Run 1, routing congestion map:
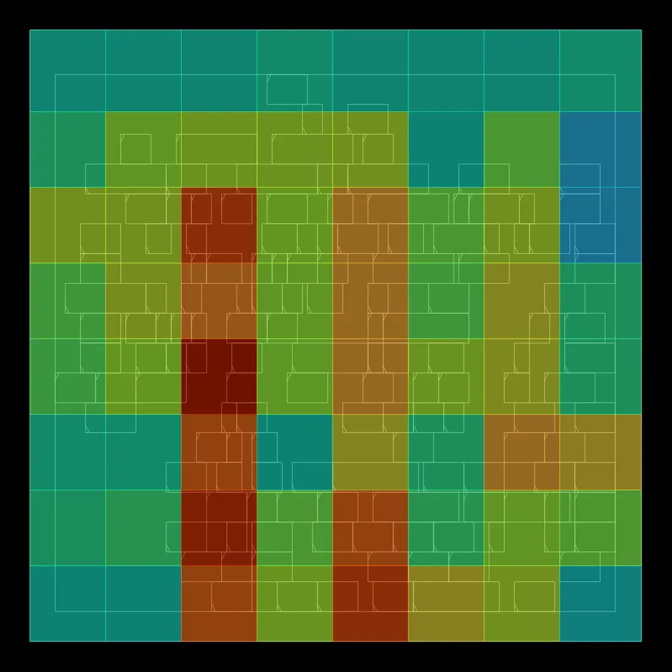
Run 1, placement by cell class:
Scale bar: 20 um.
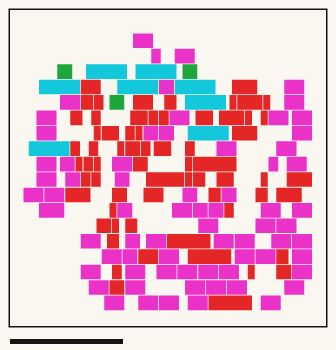
Run 1, cells by drive strength:
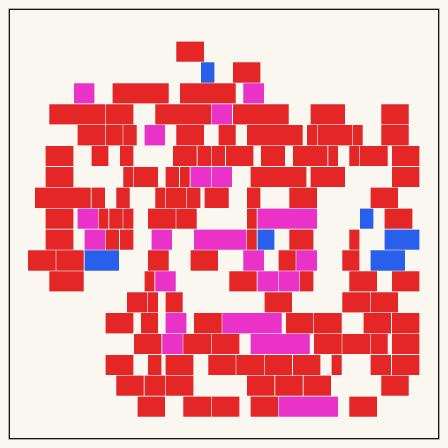
**config.mk**
```make
export PLATFORM = sky130hd
export DESIGN_NAME = msrv_32_trap_controller
export DESIGN_NICKNAME = d
export VERILOG_FILES = /design/src/rtl/msrv_32_pkg.sv /design/src/rtl/msrv_32_trap_priority.sv /design/src/rtl/msrv_32_trap_controller.sv
export SDC_FILE = /design/constraint.sdc
export NUM_CORES = 1
export LEC_CHECK = 0
export CAP_MARGIN = 20
export CORE_MARGIN = 2
export CORE_UTILIZATION = 25
export CTS_CLUSTER_DIAMETER = 30
export DETAILED_ROUTE_END_ITERATION = 16
export PLACE_DENSITY = 0.72
export SLEW_MARGIN = 20
export SYNTH_ARGS = -nofsm -noshare
export SYNTH_HDL_FRONTEND = slang
export SYNTH_SLANG_ARGS = --single-unit
```
**constraint.sdc**
```tcl
create_clock -name ms_riscv32_mp_clk_in -period 2.05 [get_ports ms_riscv32_mp_clk_in]
set_input_delay 0.205 -clock ms_riscv32_mp_clk_in [delete_from_list [all_inputs] [get_ports ms_riscv32_mp_clk_in]]
set_output_delay 0.205 -clock ms_riscv32_mp_clk_in [all_outputs]
set_load 0.02 [all_outputs]
```
**src/rtl/msrv_32_pkg.sv**
```systemverilog
// msrv_32_pkg: shared encodings for the MSRV32 machine-mode trap sequencer.
package msrv_32_pkg;

    typedef enum logic [1:0] {
        ST_RESET,
        ST_OPERATING,
        ST_TRAP_TAKEN,
        ST_TRAP_RETURN
    } state_t;

    localparam logic [1:0] PC_BOOT = 2'b00;
    localparam logic [1:0] PC_EPC  = 2'b01;
    localparam logic [1:0] PC_NEXT = 2'b10;
    localparam logic [1:0] PC_TRAP = 2'b11;

    localparam logic [4:0] OPCODE_SYSTEM = 5'b11100;
    localparam logic [2:0] FUNCT3_PRIV   = 3'b000;
    localparam logic [6:0] FUNCT7_ENV    = 7'b0000000;
    localparam logic [6:0] FUNCT7_MRET   = 7'b0011000;
    localparam logic [4:0] RS2_ECALL     = 5'b00000;
    localparam logic [4:0] RS2_EBREAK    = 5'b00001;
    localparam logic [4:0] RS2_MRET      = 5'b00010;

    localparam logic [3:0] CAUSE_INSTR_MISALIGNED = 4'd0;
    localparam logic [3:0] CAUSE_ILLEGAL_INSTR    = 4'd2;
    localparam logic [3:0] CAUSE_BREAKPOINT       = 4'd3;
    localparam logic [3:0] CAUSE_LOAD_MISALIGNED  = 4'd4;
    localparam logic [3:0] CAUSE_STORE_MISALIGNED = 4'd6;
    localparam logic [3:0] CAUSE_ECALL_M          = 4'd11;
    localparam logic [3:0] CAUSE_M_SW_INT         = 4'd3;
    localparam logic [3:0] CAUSE_M_TIMER_INT      = 4'd7;
    localparam logic [3:0] CAUSE_M_EXT_INT        = 4'd11;

endpackage

```
**src/rtl/msrv_32_trap_priority.sv**
```systemverilog
// msrv_32_trap_priority: picks the winning trap; exceptions outrank interrupts.
module msrv_32_trap_priority
    import msrv_32_pkg::*;
(
    input  logic       illegal,
    input  logic       misaligned_instr,
    input  logic       ecall,
    input  logic       ebreak,
    input  logic       misaligned_load,
    input  logic       misaligned_store,
    input  logic       ext_int,
    input  logic       sw_int,
    input  logic       timer_int,
    output logic       trap_present,
    output logic [3:0] cause,
    output logic       is_interrupt,
    output logic       is_misaligned
);

    logic exception;

    always_comb begin
        exception     = illegal | misaligned_instr | ecall | ebreak | misaligned_load | misaligned_store;
        trap_present  = exception | ext_int | sw_int | timer_int;
        is_interrupt  = !exception & (ext_int | sw_int | timer_int);
        cause         = illegal          ? CAUSE_ILLEGAL_INSTR    :
                        misaligned_instr ? CAUSE_INSTR_MISALIGNED :
                        ecall            ? CAUSE_ECALL_M          :
                        ebreak           ? CAUSE_BREAKPOINT       :
                        misaligned_load  ? CAUSE_LOAD_MISALIGNED  :
                        misaligned_store ? CAUSE_STORE_MISALIGNED :
                        ext_int          ? CAUSE_M_EXT_INT        :
                        sw_int           ? CAUSE_M_SW_INT         :
                        timer_int        ? CAUSE_M_TIMER_INT      : 4'd0;
        // mtval comes from the faulting address only when a misalignment is the winner
        is_misaligned = !illegal & (misaligned_instr |
                        (!ecall & !ebreak & (misaligned_load | misaligned_store)));
    end

endmodule

```
**src/rtl/msrv_32_trap_controller.sv**
```systemverilog
// msrv_32_trap_controller: M-mode trap/return FSM driving PC source, flush and CSR strobes.
module msrv_32_trap_controller
    import msrv_32_pkg::*;
(
    input  logic       ms_riscv32_mp_clk_in,
    input  logic       ms_riscv32_mp_rst_in,
    input  logic       illegal_instr_in,
    input  logic       misaligned_load_in,
    input  logic       misaligned_store_in,
    input  logic       misaligned_instr_in,
    input  logic [4:0] opcode_6_to_2_in,
    input  logic [2:0] funct3_in,
    input  logic [6:0] funct7_in,
    input  logic [4:0] rs1_addr_in,
    input  logic [4:0] rs2_addr_in,
    input  logic [4:0] rd_addr_in,
    input  logic       mie_in,
    input  logic       meie_in,
    input  logic       mtie_in,
    input  logic       msie_in,
    input  logic       meip_in,
    input  logic       mtip_in,
    input  logic       msip_in,
    output logic       trap_taken_out,
    output logic [1:0] pc_src_out,
    output logic       flush_out,
    output logic       set_cause_out,
    output logic       set_epc_out,
    output logic       mie_clear_out,
    output logic       mie_set_out,
    output logic       instret_inc_out,
    output logic [3:0] cause_out,
    output logic       i_or_e_out,
    output logic       misaligned_exception_out
);

    state_t     state, next_state;
    logic       system, ecall, ebreak, mret;
    logic       trap_present, is_interrupt, is_misaligned;
    logic [3:0] cause;

    always_comb begin
        system = opcode_6_to_2_in == OPCODE_SYSTEM && funct3_in == FUNCT3_PRIV &&
                 rs1_addr_in == 5'd0 && rd_addr_in == 5'd0;
        ecall  = system && funct7_in == FUNCT7_ENV  && rs2_addr_in == RS2_ECALL;
        ebreak = system && funct7_in == FUNCT7_ENV  && rs2_addr_in == RS2_EBREAK;
        mret   = system && funct7_in == FUNCT7_MRET && rs2_addr_in == RS2_MRET;
    end

    msrv_32_trap_priority u_priority (
        .illegal          (illegal_instr_in),
        .misaligned_instr (misaligned_instr_in),
        .ecall            (ecall),
        .ebreak           (ebreak),
        .misaligned_load  (misaligned_load_in),
        .misaligned_store (misaligned_store_in),
        .ext_int          (mie_in & meie_in & meip_in),
        .sw_int           (mie_in & msie_in & msip_in),
        .timer_int        (mie_in & mtie_in & mtip_in),
        .trap_present     (trap_present),
        .cause            (cause),
        .is_interrupt     (is_interrupt),
        .is_misaligned    (is_misaligned)
    );

    always_ff @(posedge ms_riscv32_mp_clk_in) begin
        if (ms_riscv32_mp_rst_in) begin
            state                    <= ST_RESET;
            cause_out                <= 4'd0;
            i_or_e_out               <= 1'b0;
            misaligned_exception_out <= 1'b0;
        end else begin
            state <= next_state;
            if (state == ST_OPERATING && trap_present) begin
                cause_out                <= cause;
                i_or_e_out               <= is_interrupt;
                misaligned_exception_out <= is_misaligned;
            end
        end
    end

    always_comb begin
        next_state      = ST_OPERATING;
        trap_taken_out  = 1'b0;
        pc_src_out      = PC_BOOT;
        flush_out       = 1'b1;
        set_cause_out   = 1'b0;
        set_epc_out     = 1'b0;
        mie_clear_out   = 1'b0;
        mie_set_out     = 1'b0;
        instret_inc_out = 1'b0;
        case (state)
            ST_RESET: begin
            end
            ST_OPERATING: begin
                // a coincident interrupt is a trap, so it naturally wins over MRET
                next_state      = trap_present ? ST_TRAP_TAKEN : mret ? ST_TRAP_RETURN : ST_OPERATING;
                pc_src_out      = PC_NEXT;
                flush_out       = 1'b0;
                trap_taken_out  = trap_present;
                instret_inc_out = !trap_present;
            end
            ST_TRAP_TAKEN: begin
                pc_src_out    = PC_TRAP;
                set_cause_out = 1'b1;
                set_epc_out   = 1'b1;
                mie_clear_out = 1'b1;
            end
            ST_TRAP_RETURN: begin
                pc_src_out  = PC_EPC;
                mie_set_out = 1'b1;
            end
        endcase
    end

endmodule

```
==> results.sh, run 1 <==
# physical design summary
export IMPL_route_met2_wl_mm=1.18
export IMPL_cts_tree="yes"
export IMPL_routabilityCongestion=0.791
export IMPL_worstReg2RegStart="state[1]"
export IMPL_fillCellCount=230
export IMPL_cpMaxStageDelayCell="clkdlybuf4s50_1"
export IMPL_synth_seq_share_pct=23.9
export IMPL_ctsHoldBuffers=0
export IMPL_crit_cells=7
export IMPL_met2_usage_pct=29.6
export IMPL_antenna_found_initial=0
export IMPL_postRouteAntennaNets=0
export IMPL_tightest_slew_ns=0.399
export IMPL_startpoint_type="primary input"
export IMPL_synth_top_cell_by_area="dfxtp_1"
export IMPL_status="finished clean"
export IMPL_seq_area_sq_um=160
export IMPL_top_layer="met4"
export IMPL_ff2ff_setup_slack_ns=0.71
export IMPL_setup_tns_ns=0
export IMPL_cts_resized=5
export IMPL_synthMostInstantiatedCell="dfxtp_1"
export IMPL_drive_gt1_share_pct=18.5
export IMPL_endpoint="cause_out[3]"
export IMPL_cpMostUsedCell="nor4_4"
export IMPL_p_leak_uw=0.000547
export IMPL_dpl_cell_area_sq_um=1360
export IMPL_synth_compound_area_share_pct=21.9
export IMPL_cp_required_ns=2.20
export IMPL_drt_initial_drc_count=17
export IMPL_ys_cells=76
export IMPL_postCtsSetupBuffers=0
export IMPL_io_pins=58
export IMPL_r2r_end="cause_out[1]"
export IMPL_first_pass_iters=4
export IMPL_reg2regPathDepth=5
export IMPL_dp_cells=173
export IMPL_p_per_area_nw_per_um2=371
export IMPL_fin_hold_ws_ns=0.469
export IMPL_synth_edff_count=0
export IMPL_wl_per_cell_um=13.1
export IMPL_pre_cts_slack_ns=-0.323
export IMPL_coreArea_sq_um=2500
export IMPL_synth_cellmix_adderShare_pct=7.48
export IMPL_vias_per_cell=4.91
export IMPL_initial_core_util_pct=26.8
export IMPL_fmax_mhz=518
export IMPL_io_buffers=57
export IMPL_setup_viol=0
export IMPL_slew_limit_headroom_pct=72.7
export IMPL_cts_root_buf="clkbuf_4"
export IMPL_clk_pin_slew_ns=0.05
export IMPL_die_area_sq_um=3110
export IMPL_warnings=29
export IMPL_synth_flops=8
export IMPL_largest_registers="cause_out: 4 flops, state: 2 flops"
export IMPL_synthArstFlopShare_pct=0
export IMPL_path_max_fanout=4
export IMPL_min_path_cells=1
export IMPL_power_uw=513
export IMPL_critPathLaunch="rs1_addr_in[1]"
export IMPL_syn_area_sq_um=669
export IMPL_hold_viol=0
export IMPL_largest_reg_flops=4
export IMPL_maxCapViolations=0
export IMPL_antennaDiodeCount=0
export IMPL_cts_sinks=8
export IMPL_ys_sh_simple_pct=38.5
export IMPL_crit_family="simple AND/OR/NAND/NOR gates"
export IMPL_flop_cell="dfxtp_1"
export IMPL_clockBufferDepth=2
export IMPL_drv_slew=0
export IMPL_crit_buf_inv=2
export IMPL_xor_area_share_pct=0
export IMPL_top_cells_by_count="dfxtp_1 (8), inv_1 (7), a21oi_1 (6), nor2_1 (6), nor3_1 (6)"
export IMPL_synth_logic_top_family="simple AND/OR/NAND/NOR gates"
export IMPL_crit_arrival_ns=2.08
export IMPL_synth_cell_type_count=35
export IMPL_wl_met1_um=878
Back to the opening pictures, 'routing congestion map':
gr busiest metal: met2
met1 GRT Util: 15.0%
met3 GRT Util: 5.35%
Util after Layout: 55.4%

Back to the opening pictures, 'placement by cell class':
- clock-net drivers: green (cells 3)
- remaining logic cells: red (cells 65)
- registers: cyan (cells 8)
- remaining buffers and delay cells: magenta (cells 70)

Back to the opening pictures, 'cells by drive strength':
- x1 and smaller: red (cells 119; share 82%)
- x3 and x4: magenta (cells 21; share 14%)
- x2: blue (cells 6; share 4.1%)
Area Growth Syn to Fin: 107%
Final WS setup: 0.120 ns
Signal buffers: 70

[run 1: cells in the final DEF (no fill, tap or decap), drive strengths merged, types with 4 or more instances in the layout]
master / count
a21oi: 6
nor4: 7
dfxtp: 8
nor3: 6
clkbuf: 5
nor2: 6
nand4: 4
clkdlybuf4s50: 54
buf: 13
ha: 4
inv: 7
[run 1: final cells by class]
cell class	count	area share [%]
flip-flops and latches	8	11.6
repair buffers	70	47.7
well taps	30	2.71
inverters	7	1.90
clock buffers	3	1.63
multi-input cells	58	34.4
[run 1: worst register-to-register path, cell delays in order (launching register included)]
cell	delay [ns]
dfxtp_1	0.35
inv_1	0.07
ha_1	0.26
and2_1	0.19
buf_4	0.14
a311oi_1	0.24
[run 1: power breakdown]
part	switching (uW)	internal (uW)
sequential	4.97	164
combinational	90.1	135
clock	52.1	66.9
total	147	366
--- run 2 (diff from run 1) ---
--- a/config.mk
+++ b/config.mk
@@ -8,7 +8,6 @@
 export CAP_MARGIN = 20
 export CORE_MARGIN = 2
 export CORE_UTILIZATION = 25
-export CTS_CLUSTER_DIAMETER = 30
 export DETAILED_ROUTE_END_ITERATION = 16
 export PLACE_DENSITY = 0.72
 export SLEW_MARGIN = 20
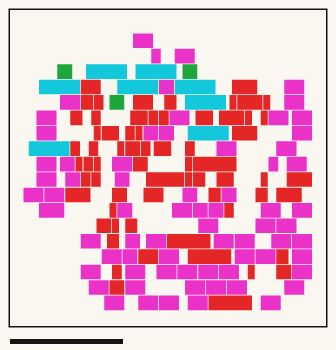
Run 2: placement by cell class
Scale bar: 20 um.
- remaining buffers and delay cells: magenta (cells 70)
- clock-net drivers: green (cells 3)
- remaining logic cells: red (cells 65)
- registers: cyan (cells 8)

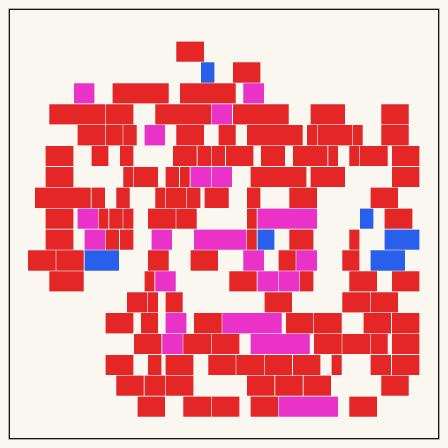
Run 2: cells by drive strength
- x2: blue (cells 6; share 4.1%)
- x3 and x4: magenta (cells 21; share 14%)
- x1 and smaller: red (cells 119; share 82%)

==> results.sh, run 2 <==
# physical design summary
export IMPL_die_h_um=55.7
export IMPL_hold_viol=0
export IMPL_io_pins=58
export IMPL_synth_top_cell_by_area="dfxtp_1"
export IMPL_r2r_end="cause_out[1]"
export IMPL_synth_seq_share_pct=23.9
export IMPL_synth_compound_area_share_pct=21.9
export IMPL_syn_inst=76
export IMPL_top_cells_by_count="dfxtp_1 (8), inv_1 (7), a21oi_1 (6), nor2_1 (6), nor3_1 (6)"
export IMPL_slew_limit_headroom_pct=72.7
export IMPL_ff2ff_setup_slack_ns=0.71
export IMPL_route_met2_wl_mm=1.18
export IMPL_min_path_cells=1
export IMPL_final_common_cell="clkdlybuf4s50_1"
export IMPL_critPathLaunch="rs1_addr_in[1]"
export IMPL_nets=195
export IMPL_cpMaxStageDelayCell="clkdlybuf4s50_1"
export IMPL_cts_root_buf="clkbuf_4"
export IMPL_status="finished clean"
export IMPL_routabilityCongestion=0.791
export IMPL_vias_per_cell=4.91
export IMPL_met2_usage_pct=29.6
export IMPL_drv_slew=0
export IMPL_rsz0062_at_grt="no"
export IMPL_use_met3_pct=5.35
export IMPL_ys_cells=76
export IMPL_ys_sh_mux_pct=1.50
export IMPL_wl_per_cell_um=13.1
export IMPL_cp_required_ns=2.20
export IMPL_crit_cells=7
export IMPL_layout_top_cells="clkdlybuf4s50_1 (54), buf_4 (13), dfxtp_1 (8)"
export IMPL_met3_wirelength_um=187
export IMPL_flop_cell="dfxtp_1"
export IMPL_cts_resized=5
export IMPL_fillCellCount=230
export IMPL_postCtsSetupBuffers=0
export IMPL_grt_busiest_layer="met2"
export IMPL_reg2regPathDepth=5
export IMPL_clk_pin_slew_ns=0.05
export IMPL_crit_arrival_ns=2.08
export IMPL_xor_area_share_pct=0
export IMPL_synthMostInstantiatedCell="dfxtp_1"
export IMPL_period_needed_ns=1.93
export IMPL_antennaDiodeCount=0
export IMPL_synth_cellmix_adderShare_pct=7.48
export IMPL_largest_reg_flops=4
export IMPL_areaGrowthSynthToFinish_pct=107
export IMPL_die_area_sq_um=3110
export IMPL_instances_no_fill=176
export IMPL_endpoint="cause_out[3]"
export IMPL_dp_cells=173
export IMPL_setup_tns_ns=0
export IMPL_startpoint_type="primary input"
export IMPL_use_met1_pct=15.0
export IMPL_fin_hold_ws_ns=0.469
export IMPL_via_count=864
export IMPL_ctsHoldBuffers=0
export IMPL_fp_nets=123
export IMPL_clockBufferDepth=2
export IMPL_cpMostUsedCell="nor4_4"
export IMPL_wl_met1_um=878
export IMPL_path_max_fanout=4
export IMPL_fmax_mhz=518
export IMPL_worstReg2RegStart="state[1]"
export IMPL_routed_wirelength_mm=2.30
export IMPL_syn_area_sq_um=669
export IMPL_p_per_area_nw_per_um2=371
export IMPL_regMostFlops="cause_out"
export IMPL_crit_family="simple AND/OR/NAND/NOR gates"
export IMPL_fin_ws_ns=0.120
export IMPL_synth_flops=8
export IMPL_setup_viol=0
export IMPL_synthArstFlopShare_pct=0
export IMPL_antenna_found_initial=0
export IMPL_place_hpwl_mm=2.02
export IMPL_utilization_pct=55.4
export IMPL_first_pass_iters=4
export IMPL_p_leak_uw=0.000547
export IMPL_cts_tree="yes"
export IMPL_tightest_slew_ns=0.399
export IMPL_coreArea_sq_um=2500
export IMPL_crit_buf_inv=2
export IMPL_synth_cell_type_count=35
export IMPL_grt_overflow_total=0
export IMPL_synth_edff_count=0
export IMPL_initial_core_util_pct=26.8
export IMPL_drt_initial_drc_count=17
export IMPL_drc_errors=0
export IMPL_largest_registers="cause_out: 4 flops, state: 2 flops"
export IMPL_top_layer="met4"
export IMPL_pre_cts_slack_ns=-0.323
export IMPL_drive_gt1_share_pct=18.5
export IMPL_synth_logic_top_family="simple AND/OR/NAND/NOR gates"
export IMPL_ys_sh_simple_pct=38.5
export IMPL_warnings=29
export IMPL_maxCapViolations=0
export IMPL_postRouteAntennaNets=0
export IMPL_cts_sinks=8
export IMPL_io_buffers=57
export IMPL_period_used_pct=94.1
export IMPL_min_path_type="reg -> reg"
run 2: cell counts in the layout (fill, tap and decap cells not counted):
No cell type changed its count.
run 2: power by group:
group	switching [uW]	internal (uW)	leakage, uW
clock	52.1	66.9	0.0000138
sequential	4.97	164	0.0000654
combinational	90.1	135	0.000468
total	147	366	0.000547
run 2: cell type report:
cell class	instances	area [sq um]	area share [%]
clock buffer	3	22.5	1.63
inverter	7	26.3	1.90
multi-input combinational	58	477	34.4
sequential	8	160	11.6
tap	30	37.5	2.71
timing repair buffer	70	661	47.7
run 2: stage by stage:
stage                     area (sq um)  total power (uW)
after global placement            1360               392
after detailed placement          1360               398
after CTS                         1390               520
final                             1380               513
after floorplan                    669               247
after global routing              1380               538
No activity file was given, so power comes from the tool's default toggle rates.
